==> config.mk <==
export PLATFORM = sky130hd
export DESIGN_NAME = entropy_collector_flat
export DESIGN_NICKNAME = d
export VERILOG_FILES = /design/src/rtl/entropy_collector_pkg.sv /design/src/rtl/entropy_collector_if.sv /design/src/rtl/entropy_collector_vn_debias.sv /design/src/rtl/entropy_collector.sv /design/src/flat_wrapper.sv
export SDC_FILE = /design/constraint.sdc
export NUM_CORES = 1
export LEC_CHECK = 0
export CAP_MARGIN = 15
export CORE_MARGIN = 8
export CORE_UTILIZATION = 38
export CTS_CLUSTER_DIAMETER = 120
export DETAILED_ROUTE_END_ITERATION = 8
export PLACE_DENSITY = 0.56
export SETUP_SLACK_MARGIN = 0.15
export SYNTH_ARGS = -nofsm -noshare
export SYNTH_HDL_FRONTEND = slang
export SYNTH_SLANG_ARGS = --single-unit
==> constraint.sdc <==
create_clock -name clk -period 4.1 [get_ports clk]
set_input_delay 0.41 -clock clk [delete_from_list [all_inputs] [get_ports clk]]
set_output_delay 0.41 -clock clk [all_outputs]
set_load 0.02 [all_outputs]
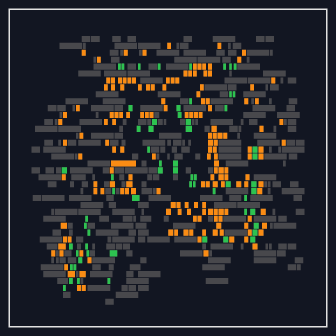
*Selected gate families*
[NAND gates] green | cells: 62
[inverting AOI/OAI gates] orange | cells: 163
fin cells: 653
dominant logic cell type in the layout: dfrtp_1
Comb area share: 41.2%

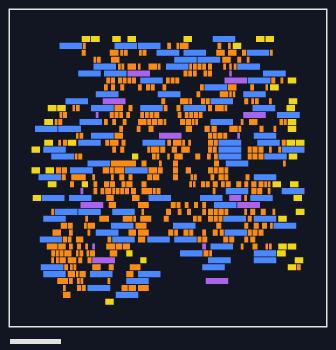
*Placement by cell class*
The bar under the picture is 20 um long.
[clock drivers and dummy loads] purple | cells: 16
[flip-flops] blue | cells: 86
[all other logic] orange | cells: 366
[other buffers and delay cells] yellow | cells: 42
post-layout util: 45.1%
sequential share of cell area: 41.8%
Core Box Area: 0.0114 mm2

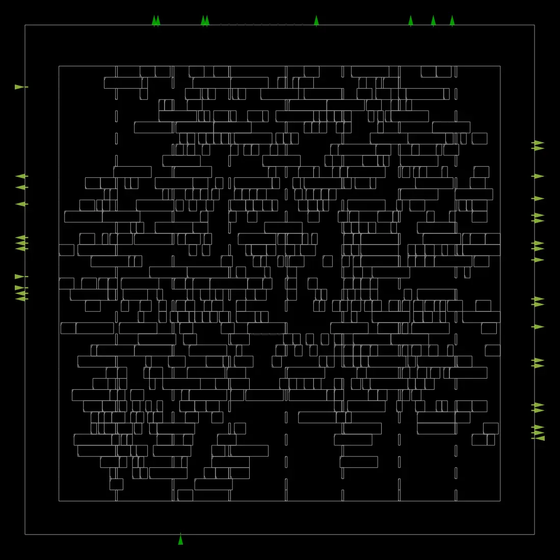
*Placed standard cells*
seq_cells: 86
Cell Rows: 39
fillcell total: 1,119
tap cell count: 143

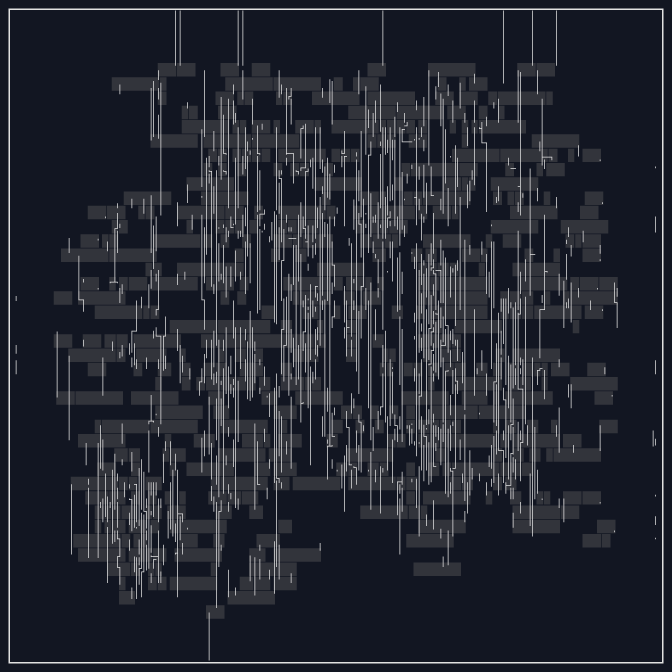
*Met2 routing*
wire length on this layer: 4,760 um
nets with wire on the layer: 393
longest straight run: 43.7 um
Routed WL: 11,100 um
GR Util met2: 20.9%
via count: 3,675

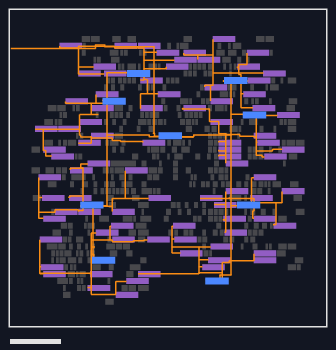
*Clock network drawn from the DEF*
The bar under the picture is 20 um long.
[flip-flops] purple | count: 86
[cells driving clock nets] blue | count: 9
[clock wires] orange | length: 1,200 um
flops lie: spread over the die
share of total power in the clock network: 44.1%
skew final: 0.00442 ns
clk ins delay skew pair: 0.34 ns

==> flow_metrics.tcl <==
# yosys + openroad results
set metrics [dict create \
    status "completed" \
    dr.first_iter.drc_count 250 \
    cap_viol_max_count 0 \
    crit_family "AND-OR/OR-AND gates" \
    flop_area_mm2 0.00215 \
    clk_share_pct 5.10 \
    cp_max_fo 24 \
    slowest_stage "a2111oi_4" \
    async_flop_share_pct 100 \
    ys_ff 86 \
    setup_tns_ns 0 \
    min_path_cells 0 \
    maxSlewViolCount 0 \
    synth.avg_cell_area_um2 9.07 \
    worst_slew_pin_slew_ns 1.12 \
    finalClockPeriodUsage_pct 76.3 \
    end_kind "flop" \
    numPortBuffers 38 \
    dominant_cells "sequential cells" \
    synth-simple-area-share_pct 16.8 \
    n_all_inverters 6 \
    top_cells_by_count "86 x dfrtp_1, 67 x o21ai_0, 62 x a21oi_1" \
    chip_area_mm2 0.0154 \
    dp_slack_ns 1.07 \
    edf_count 0 \
    p_total_w 0.00169 \
    area_growth_pct 15.6 \
    avgRoutedWirePerCell_um 17.0 \
    hold_class "reg -> reg" \
    clkTransAtPathRegs_ns 0.06 \
    hold-worst-slack_ns 0.349 \
    ys_seq_share_pct 48.3 \
    hold_violations 0 \
    dpl.hpwl_um 7530 \
    cts_buffer_depth 2 \
    peakVddDrop_mv 0.187 \
    p_leak_nw 2.22 \
    setup_viol 0 \
    fmax_mhz 320 \
    top_area_cell "dfrtp_1" \
    place_area_mm2 0.00489 \
    cts_max_level 3 \
    ios 39 \
    num-clock-buffers 15 \
    overflow 0 \
    fp.dieW_um 124 \
    nMultiInputCombCells 360 \
    syn_area_mm2 0.00445 \
    cts_tree "built" \
    antenna_left 0 \
    top_cell "dfrtp_1" \
    postCtsResizedCells 0 \
    muxShareOfSynthArea_pct 5.45 \
    design_area_mm2 0.00515 \
    top_area_share_pct 48.3 \
    drive_gt1_share_pct 4.51 \
    cts_root_buffer "clkbuf_16" \
    crit_buf_inv 0 \
    slew_headroom_pct 25.6 \
    grt_antenna_before_repair 0 \
    cts_sinks 86 \
    required_ns 4.36 \
    insertedDiodeCount 0 \
    synthTopLogicFamily "AND-OR/OR-AND gates" \
    dpl.cell_count 637 \
    ys_sh_xor_pct 0.983 \
    post_cts_buffers 0 \
    worst_ep_arrival_time_ns 3.39 \
    finalCriticalPeriod_ns 3.13 \
    final-comb-area_mm2 0.00212 \
    numCtsBuffers 9 \
    worstPathCellList "ha_1 > and3_1 > ha_1 > a2111oi_4 > and3_1 > a31oi_1 > a21oi_1" \
    layout_setup_ws_ns 0.973 \
    synthDistinctLibCells 42 \
    crit_type "reg -> reg" \
    finalNetCount 519 \
    initCoreUtil_pct 39.0 \
    synthCells 491 \
    critPathMaxStageDelay_ns 1.00 \
    warnings 30 \
    final_layout_top_logic_cells "86 x dfrtp_1, 67 x o21ai_0, 62 x a21oi_1" \
    powerDensity_mw_per_mm2 328 \
    worstSetupStartpointType "flop" \
]
-- worst reg2reg max path, stage by stage (launching register included) --
cell	delay [ns]
dfrtp_1	0.44
ha_1	0.38
and3_1	0.26
ha_1	0.30
a2111oi_4	1.00
and3_1	0.37
a31oi_1	0.10
a21oi_1	0.18
-- per-layer routing --
| metal | up-vias | routed length, um | track usage [%] |
|---|---|---|---|
| met5 | - | 0 | 0 |
| li1 | 1804 | - | - |
| met4 | 0 | 214 | 6.59 |
| met2 | 109 | 4760 | 20.9 |
| met3 | 17 | 615 | 3.53 |
| met1 | 1745 | 5520 | 20.3 |
-- power breakdown --
part | switching (W) | internal (W) | total [W]
clock network | 0.000318 | 0.000427 | 0.000745
registers | 0.0000131 | 0.000858 | 0.000871
logic | 0.0000490 | 0.0000252 | 0.0000742
total | 0.000380 | 0.00131 | 0.00169
Power figures rest on the tool's default switching activity, not on a simulated workload.
